Fig. 1: run 1, met3 routing
Bar = 50 µm.
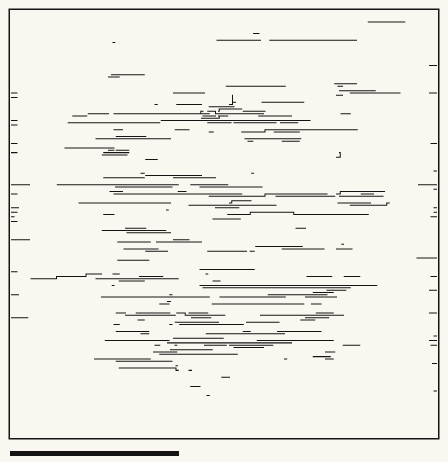
Fig. 2: run 1, wiring by layer
Bar = 50 µm.
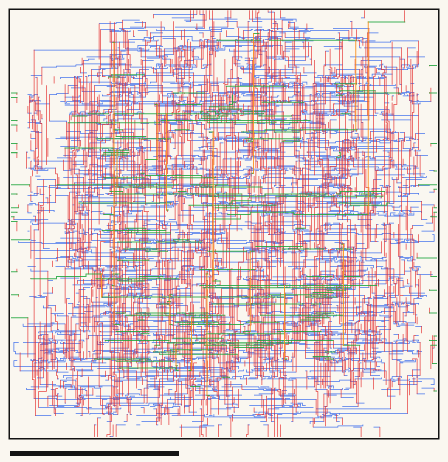
Fig. 3: run 1, placement view
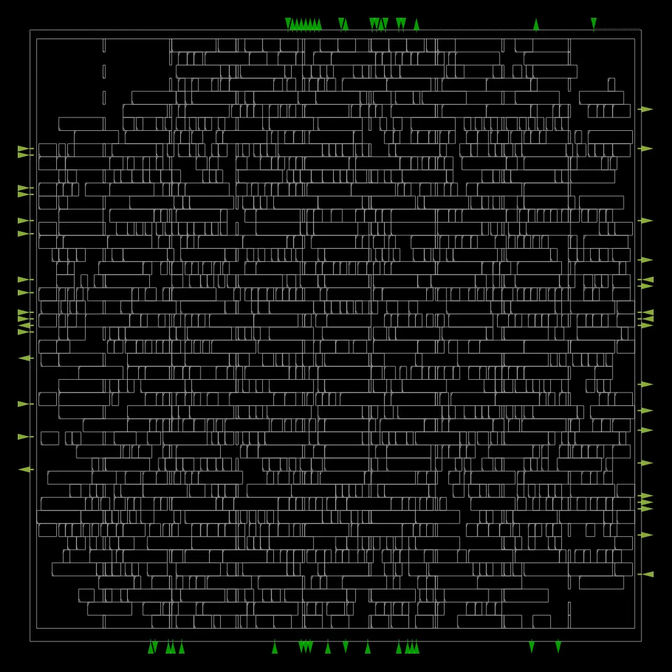
File: config.mk
export PLATFORM = sky130hd
export DESIGN_NAME = four_12_12_st1_st_activation
export DESIGN_NICKNAME = d
export VERILOG_FILES = /design/src/rtl/four_12_12_st1_st_activation_pkg.sv /design/src/rtl/four_12_12_act_fifo.sv /design/src/rtl/four_12_12_st1_st_activation.sv
export SDC_FILE = /design/constraint.sdc
export NUM_CORES = 1
export LEC_CHECK = 0
export ABC_AREA = 1
export CORE_UTILIZATION = 63
export CTS_CLUSTER_DIAMETER = 100
export DETAILED_ROUTE_END_ITERATION = 10
export HOLD_SLACK_MARGIN = 0.15
export MAX_ROUTING_LAYER = met4
export PLACE_DENSITY = 0.85
export RECOVER_POWER = 50
export SYNTH_ARGS = -nofsm -noshare
export SYNTH_HDL_FRONTEND = slang
export SYNTH_SLANG_ARGS = --single-unit
export TNS_END_PERCENT = 30
File: constraint.sdc
create_clock -name clk -period 19.59 [get_ports clk]
set_clock_uncertainty 0.1 [all_clocks]
set_input_delay 4.8975 -clock clk [delete_from_list [all_inputs] [get_ports clk]]
set_output_delay 4.8975 -clock clk [all_outputs]
set_load 0.02 [all_outputs]
File: src/rtl/four_12_12_st1_st_activation_pkg.sv
// rtl/four_12_12_st1_st_activation_pkg.sv - shared float_24_8 type and constants
package four_12_12_st1_st_activation_pkg;

    localparam int FLOAT_EXP_W = 8;
    localparam int FLOAT_MAN_W = 23;

    typedef struct packed {
        logic                   sgn;
        logic [FLOAT_EXP_W-1:0] exp;
        logic [FLOAT_MAN_W-1:0] man;
    } float_24_8;

    localparam logic [31:0] FLOAT_ZERO = 32'h0;

endpackage

File: src/rtl/four_12_12_act_fifo.sv
// rtl/four_12_12_act_fifo.sv - generic DEPTH x WIDTH synchronous FIFO
module four_12_12_act_fifo
    import four_12_12_st1_st_activation_pkg::*;
#(
    parameter int DEPTH = 4,
    parameter int WIDTH = 33
) (
    input  logic             clk,
    input  logic             reset,
    input  logic             push,
    input  logic             pop,
    input  logic [WIDTH-1:0] din,
    output logic [WIDTH-1:0] dout,
    output logic             full,
    output logic             empty
);

    localparam int AW = $clog2(DEPTH);

    logic [WIDTH-1:0] mem [DEPTH];
    logic [AW-1:0]    wr_ptr;
    logic [AW-1:0]    rd_ptr;
    logic [AW:0]      count;
    logic [WIDTH-1:0] hold_q;
    logic             push_ok;
    logic             pop_ok;

    assign full    = (count == (AW+1)'(DEPTH));
    assign empty   = (count == '0);
    assign pop_ok  = pop && !empty;
    assign push_ok = push && (!full || pop_ok);

    // When empty, present the most recently popped word so the output holds still.
    assign dout = empty ? hold_q : mem[rd_ptr];

    always_ff @(posedge clk or posedge reset) begin
        if (reset) begin
            for (int i = 0; i < DEPTH; i++) begin
                mem[i] <= '0;
            end
        end else if (push_ok) begin
            mem[wr_ptr] <= din;
        end
    end

    always_ff @(posedge clk or posedge reset) begin
        if (reset) begin
            wr_ptr <= '0;
            rd_ptr <= '0;
            count  <= '0;
            hold_q <= '0;
        end else begin
            if (push_ok) begin
                wr_ptr <= wr_ptr + AW'(1);
            end
            if (pop_ok) begin
                rd_ptr <= rd_ptr + AW'(1);
                hold_q <= mem[rd_ptr];
            end
            if (push_ok && !pop_ok) begin
                count <= count + (AW+1)'(1);
            end else if (pop_ok && !push_ok) begin
                count <= count - (AW+1)'(1);
            end
        end
    end

endmodule

File: src/rtl/four_12_12_st1_st_activation.sv
// rtl/four_12_12_st1_st_activation.sv - ReLU output stage with vector tagging and FIFO
// ACT_LEAKY_EN selects leaky ReLU (negatives scaled by 2^-LEAK_SHIFT) instead of zeroing.
module four_12_12_st1_st_activation
    import four_12_12_st1_st_activation_pkg::*;
#(
    parameter int DEPTH      = 4,
    parameter int VEC_LEN    = 12,
    parameter int LEAK_SHIFT = 3
) (
    input  logic        clk,
    input  logic        reset,
    input  logic        in_valid,
    input  logic [31:0] in_data,
    output logic        out_valid,
    input  logic        out_ready,
    output logic [31:0] out_data,
    output logic        out_last,
    output logic        ovf
);

    localparam int IDX_W = (VEC_LEN > 1) ? $clog2(VEC_LEN) : 1;

    float_24_8        in_f;
    logic [31:0]      act_d;
    logic [31:0]      act_q;
    logic             act_v;
    logic [IDX_W-1:0] idx;
    logic             last_in;
    logic             full;
    logic             empty;
    logic             pop;
    logic             push;
    logic             drop;

    assign in_f = in_data;

`ifdef ACT_LEAKY_EN
    always_comb begin
        act_d = in_f;
        if (in_f.exp == '0) begin
            act_d = FLOAT_ZERO;
        end else if (in_f.sgn) begin
            // Exponent too small to scale without underflow: flush to zero.
            if (in_f.exp <= FLOAT_EXP_W'(LEAK_SHIFT)) begin
                act_d = FLOAT_ZERO;
            end else begin
                act_d = {in_f.sgn, in_f.exp - FLOAT_EXP_W'(LEAK_SHIFT), in_f.man};
            end
        end
    end
`else
    logic [7:0] unused_leak_shift;
    assign unused_leak_shift = 8'(LEAK_SHIFT);

    always_comb begin
        act_d = in_f;
        if (in_f.exp == '0 || in_f.sgn) begin
            act_d = FLOAT_ZERO;
        end
    end
`endif

    always_ff @(posedge clk or posedge reset) begin
        if (reset) begin
            act_q <= '0;
            act_v <= 1'b0;
        end else begin
            act_q <= act_d;
            act_v <= in_valid;
        end
    end

    // Upstream cannot stall: a full FIFO drops unless a pop frees a slot this cycle.
    assign pop     = out_valid && out_ready;
    assign push    = act_v && (!full || pop);
    assign drop    = act_v && full && !pop;
    assign last_in = (idx == IDX_W'(VEC_LEN - 1));

    always_ff @(posedge clk or posedge reset) begin
        if (reset) begin
            idx <= '0;
            ovf <= 1'b0;
        end else begin
            if (push) begin
                idx <= last_in ? '0 : idx + IDX_W'(1);
            end
            if (drop) begin
                ovf <= 1'b1;
            end
        end
    end

    four_12_12_act_fifo #(
        .DEPTH (DEPTH),
        .WIDTH (33)
    ) u_fifo (
        .clk   (clk),
        .reset (reset),
        .push  (push),
        .pop   (pop),
        .din   ({last_in, act_q}),
        .dout  ({out_last, out_data}),
        .full  (full),
        .empty (empty)
    );

    assign out_valid = !empty;

endmodule

==> impl_metrics.ini, run 1 <==
; generated from flow reports
[yosys]
top_area_cell = dfrtp_1
synth.top_cells.by_count = nand2_1 (517), dfrtp_1 (210), nand4_1 (134)
yosys.area_share.adder_pct = 0.966
synth_area_um2 = 9840
ys_seq_share_pct = 53.4
edf_count = 0
ys_types = 26
topCellsByArea = dfrtp_1 (53%), nand2_1 (20%), nand4_1 (8.5%)

[clock_tree]
insertion_delay_ns = 0.50
clock-sinks = 210

[power]
p_total_mw = 1.92

[run_status]
violations = max-capacitance violations, max-slew violations
status = complete, but fails checks

[global_route]
grt-ovfl-total = 0
met1_usage_pct = 42.9

[run]
maxCapViolCount = 4
warning_count = 31

[floorplanning]
fp_util_pct = 64.7
die_w_um = 127
rows = 45
die_area_um2 = 16100
core_um2 = 15200

[final_timing]
finalCriticalPeriod_ns = 9.75
slew_violations = 308
tightestPinTransition_ns = 6.15

[routing]
drtAntennaViolNets = 0
drcViolationCount = 0

[placement]
portBuffers = 70
place.gp.congestion = 0.823

[final_layout]
final_area_um2 = 11100

[worst_setup_path]
r2r-start = u_fifo.count[2]$_DFFE_PP0P_
path_class = in -> async
-- Fig. 1 (at the start) --
main direction: horizontal
longest straight run: 52.4 µm
GRT met3 Usage: 4.44%
total wire length: 23900 µm
Via Count: 8555

-- Fig. 2 (at the start) --
legend:
  M3:
    color: green
    wire_length: 1840 µm
  M4:
    color: orange
    wire_length: 457 µm
  M2:
    color: red
    wire_length: 11600 µm
  M1:
    color: blue
    wire_length: 10000 µm
DR WL/cell: 16.9 µm
GRT Total Usage: 32.1%

-- Fig. 3 (at the start) --
Post-Layout Cell Count: 1420
tapcell count: 188
utilization after layout: 72.8%
filler cell count in the final layout: 1128

## run 1: critical path, delay by kind of cell
kind,cells,cell delay [ns]
buf+inv,3,5.01
## run 1: area by class of cell
class | count | area, µm² | share of cell area [%]
timing repair buffer | 86 | 813 | 7.35
inverter | 46 | 174 | 1.57
tap | 188 | 235 | 2.12
sequential | 210 | 5260 | 47.5
clock buffer | 33 | 663 | 5.99
clock inverter | 7 | 60.1 | 0.542
multi-input combinational | 850 | 3860 | 34.9
## run 1: per-layer routing
metal	up-vias	wire length [µm]
met5	-	0
met2	388	11600
li1	3984	-
met4	0	456
met1	4140	10000
met3	43	1840
## run 1: cell families after synthesis
logic type	after synthesis
buffers and inverters	146
DFF	210
xor gates and xnor gates	4
adders and majority gates	7
and+or+nand+nor	767
other	1
AOI/OAI and AO/OA	71
==> inputs of run 2 (changes only) <==
--- a/config.mk
+++ b/config.mk
@@ -6,12 +6,12 @@
 export NUM_CORES = 1
 export LEC_CHECK = 0
 export ABC_AREA = 1
-export CORE_UTILIZATION = 63
+export CORE_UTILIZATION = 53
 export CTS_CLUSTER_DIAMETER = 100
 export DETAILED_ROUTE_END_ITERATION = 10
 export HOLD_SLACK_MARGIN = 0.15
 export MAX_ROUTING_LAYER = met4
-export PLACE_DENSITY = 0.85
+export PLACE_DENSITY = 0.76
 export RECOVER_POWER = 50
 export SYNTH_ARGS = -nofsm -noshare
 export SYNTH_HDL_FRONTEND = slang
==> constraint.sdc (replaced) <==
create_clock -name clk -period 8.6 [get_ports clk]
set_clock_uncertainty 0.1 [all_clocks]
set_input_delay 2.15 -clock clk [delete_from_list [all_inputs] [get_ports clk]]
set_output_delay 2.15 -clock clk [all_outputs]
set_load 0.02 [all_outputs]
Fig. 4: run 2, met3 routing
Bar = 50 µm.
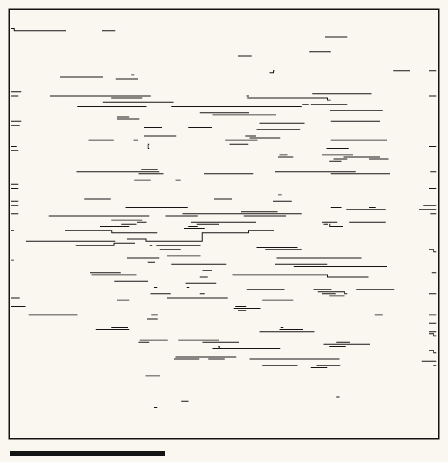
longest straight run: 41.9 µm
share of all routed wire: 6.8%
wire length on this layer: 1650 µm
main direction: horizontal
GRT met3 Usage: 3.01%
total wire length: 24100 µm

==> impl_metrics.ini, run 2 <==
; generated from flow reports
[floorplanning]
fp_util_pct = 54.4
rows = 49
core_um2 = 18100
die_area_um2 = 19100

[final_layout]
comb_share_pct = 35.0
seq_share_pct = 47.6
regArea_um2 = 5260
fillCellCount = 1575
flops = 210
nClkBuffers = 34
post-route-util_pct = 61.1
final-nonclk-buf-share_pct = 7.26
final_area_um2 = 11000
comb_cells = 850
clkCellAreaFrac_pct = 5.98
nonClockInverterCount = 46

[worst_setup_path]
cp.depth = 13
path_class = in -> reg
cpLargestDelayFamily = buffers and inverters

[yosys]
ys_types = 26
synth.top_cells.by_count = nand2_1 (517), dfrtp_1 (210), nand4_1 (134)
topCellsByArea = dfrtp_1 (53%), nand2_1 (20%), nand4_1 (8.5%)
yosys.area_share.adder_pct = 0.966
synth_area_um2 = 9840
edf_count = 0
ys_seq_share_pct = 53.4

[routing]
drcViolationCount = 6
routedWlPerCell_um = 16.5
vias = 8368
drtAntennaViolNets = 0

[clock_tree]
insertion_delay_ns = 0.51
clock-sinks = 210

[run_status]
status = complete, but fails checks
violations = design-rule violations, max-capacitance violations, max-slew violations

[global_route]
track_usage_pct = 26.7

[final_timing]
slew_violations = 322
finalCriticalPeriod_ns = 5.72
tightestPinTransition_ns = 3.17

[power]
p_total_mw = 4.30

[run]
maxCapViolCount = 5
warning_count = 33

[placement]
place.gp.congestion = 0.776
portBuffers = 70
Fig. 5: run 2, drive-strength map
Bar = 50 µm.
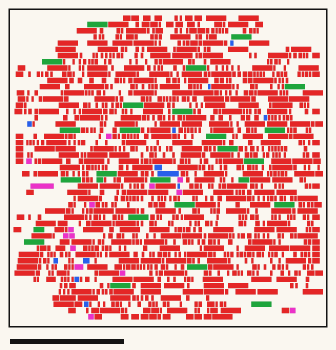
legend:
  x2:
    color: blue
    cells: 12
    share: 0.98%
  x6 and larger:
    color: green
    cells: 26
    share: 2.1%
    most_used: clkbuf_16
  x1 and smaller:
    color: red
    cells: 1176
    share: 96%
    most_used: nand2_1
  x3 and x4:
    color: magenta
    cells: 15
    share: 1.2%
    most_used: buf_4
setup ws final: 2.88 ns
Layout area overhead: 12.3%
Non-CTS buffers: 85

run 2: cell counts after synthesis:
Identical to the previous run, type by type.
run 2: per-layer routing:
| layer | track usage [%] | up-vias | routed length (µm) |
|---|---|---|---|
| li1 | - | 3981 | - |
| met1 | 36.4 | 4022 | 10500 |
| met2 | 42.5 | 325 | 11500 |
| met3 | 3.01 | 40 | 1650 |
| met4 | 7.81 | 0 | 461 |
| met5 | - | - | 0 |
run 2: logic make-up (layout without fill, tap and decap cells):
kind of cell / count (synthesis) / after routing
AND/OR/NAND/NOR: 767 / 767
flip-flops: 210 / 210
other: 1 / 1
AND-OR/OR-AND: 71 / 71
adder cells (fa/ha/maj): 7 / 7
buffers and inverters: 146 / 169
XOR/XNOR: 4 / 4
==> inputs of run 3 (changes only) <==
==> constraint.sdc (replaced) <==
create_clock -name clk -period 5.25 [get_ports clk]
set_clock_uncertainty 0.1 [all_clocks]
set_input_delay 1.3125 -clock clk [delete_from_list [all_inputs] [get_ports clk]]
set_output_delay 1.3125 -clock clk [all_outputs]
set_load 0.02 [all_outputs]
Fig. 6: run 3, placement view
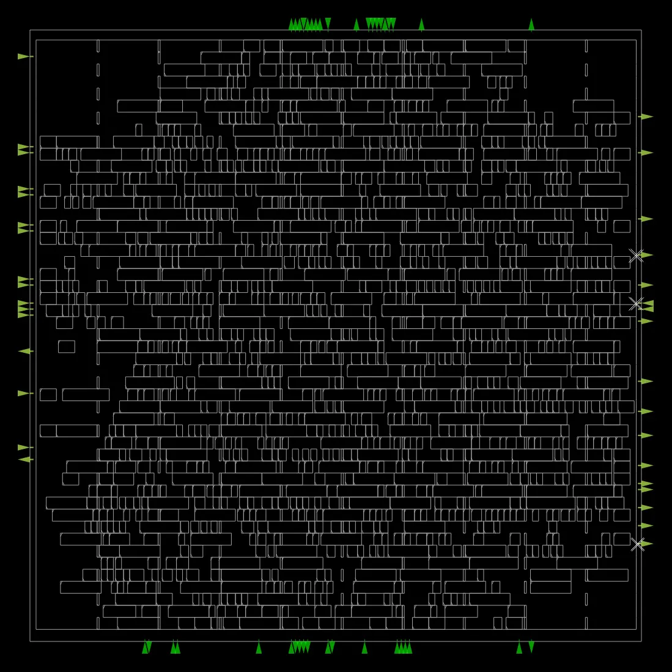
flop share of the area: 46.7%
flop count: 210
core area: 18100 µm²
filler cell count in the final layout: 1567

==> impl_metrics.ini, run 3 <==
; generated from flow reports
[global_route]
grt-ovfl-total = 0
met1_usage_pct = 36.7
grtUsageMet2_pct = 44.6
grt_busiest_layer = met2
met3_usage_pct = 2.81
track_usage_pct = 27.5

[worst_setup_path]
cpLargestDelayFamily = buffers and inverters
cp.depth = 7
r2r-start = act_v$_DFF_PP0_
crit_top_cell = nand2_1
path_class = reg -> out
crit_buf_inv = 3

[yosys]
topCellsByArea = dfrtp_1 (53%), nand2_1 (20%), nand4_1 (8.5%)
edf_count = 0
ys_seq_share_pct = 53.4
synth_area_um2 = 9840
synth.top_cells.by_count = nand2_1 (517), dfrtp_1 (210), nand4_1 (134)
top_area_cell = dfrtp_1
ys_types = 26

[run]
warning_count = 31
maxCapViolCount = 3

[final_timing]
finalCriticalPeriod_ns = 4.14
slew_violations = 183
tightestPinTransition_ns = 2.59

[power]
p_total_mw = 7.31

[floorplanning]
fp_util_pct = 54.4
die_area_um2 = 19100
rows = 49
die_w_um = 138
die_y_um = 138

[routing]
drcViolationCount = 6
routedWlPerCell_um = 16.6
drtAntennaViolNets = 0

[clock_tree]
clock-sinks = 210
cts_htree_levels = 1
insertion_delay_ns = 0.52

[final_layout]
post-route-util_pct = 62.3
instances_no_fill = 1469
largest_register = u_fifo.mem

[placement]
place.gp.congestion = 0.828
portBuffers = 70

[hold_path]
hold_depth = 2

[run_status]
status = complete, but fails checks
violations = design-rule violations, max-capacitance violations, max-slew violations
Fig. 7: run 3, drive-strength map
Bar = 50 µm.
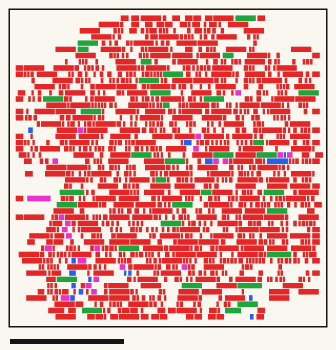
legend:
  x3 and x4:
    color: magenta
    cells: 23
    share: 1.9%
    most_used: buf_4
  x2:
    color: blue
    cells: 15
    share: 1.2%
    most_used: nand2_2
  x1 and smaller:
    color: red
    cells: 1168
    share: 94%
    most_used: nand2_1
  x6 and larger:
    color: green
    cells: 34
    share: 2.7%
    most_used: clkbuf_16
setup ws final: 1.11 ns
Non-CTS buffers: 93
Layout area overhead: 14.5%
design area: 11300 µm²

## run 3: cell counts after synthesis
Identical to the previous run, type by type.
## run 3: cells by family after synthesis
logic type      share of synthesized area, %
compound gates                          3.65
fa+ha+maj                              0.966
simple gates                            34.3
flops                                   53.4
xor+xnor                               0.356
buf+inv                                 7.26
other cells                           0.0381
## run 3: final cells by class
cell class / instances / area, µm²
clock buffers: 34 / 677
flip-flops and latches: 210 / 5260
well taps: 229 / 287
multi-input cells: 850 / 3880
inverters: 46 / 174
repair buffers: 93 / 876
clock inverters: 7 / 118
fillers: 1567 / 6820
## run 3: layer usage
metal / routed length, µm / vias to the layer above
met2: 11900 / 310
met3: 1540 / 48
met5: 0 / -
met1: 10400 / 4077
li1: - / 3995
met4: 600 / 0

==> gallery <==
M4 wires.
Supply wires on this layer in gray.
shot_01.png
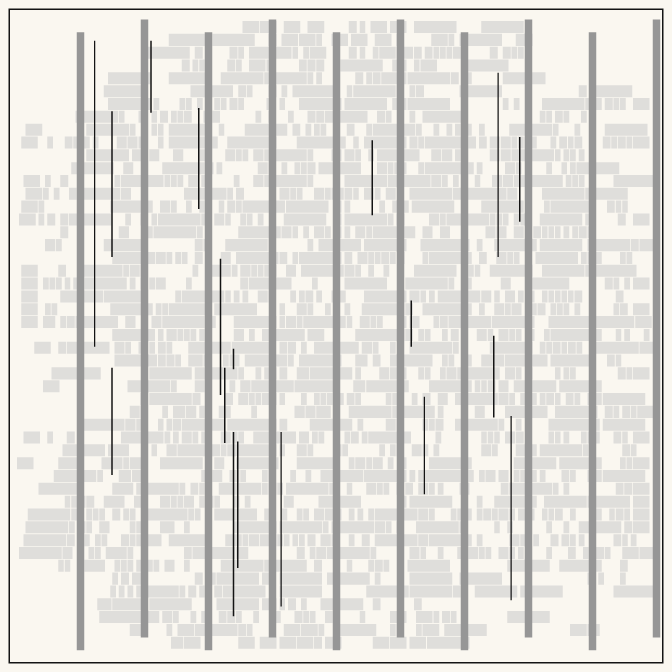
shot_02.png
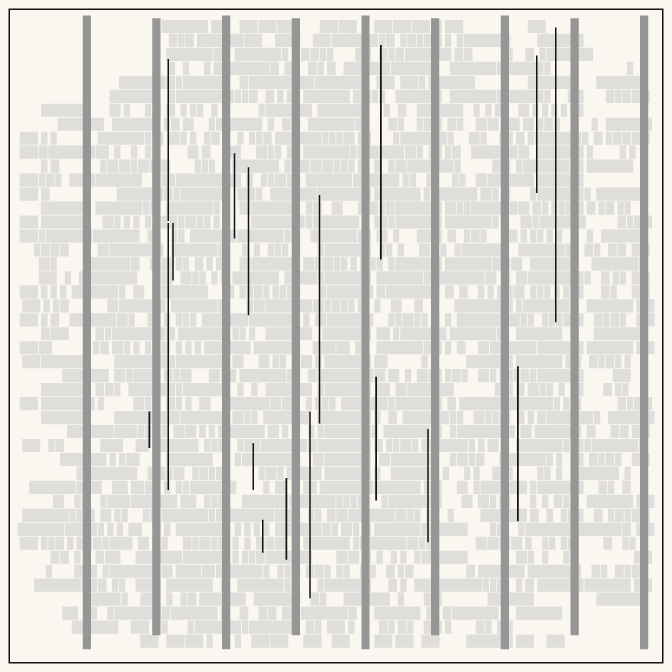
shot_02.png is run 1.
shot_01.png is run 2.

Key to shot_01.png:
share of all routed wire: 1.9%
longest straight run: 64.6 µm
nets with wire on the layer: 9
main direction: vertical
wire length on this layer: 462 µm

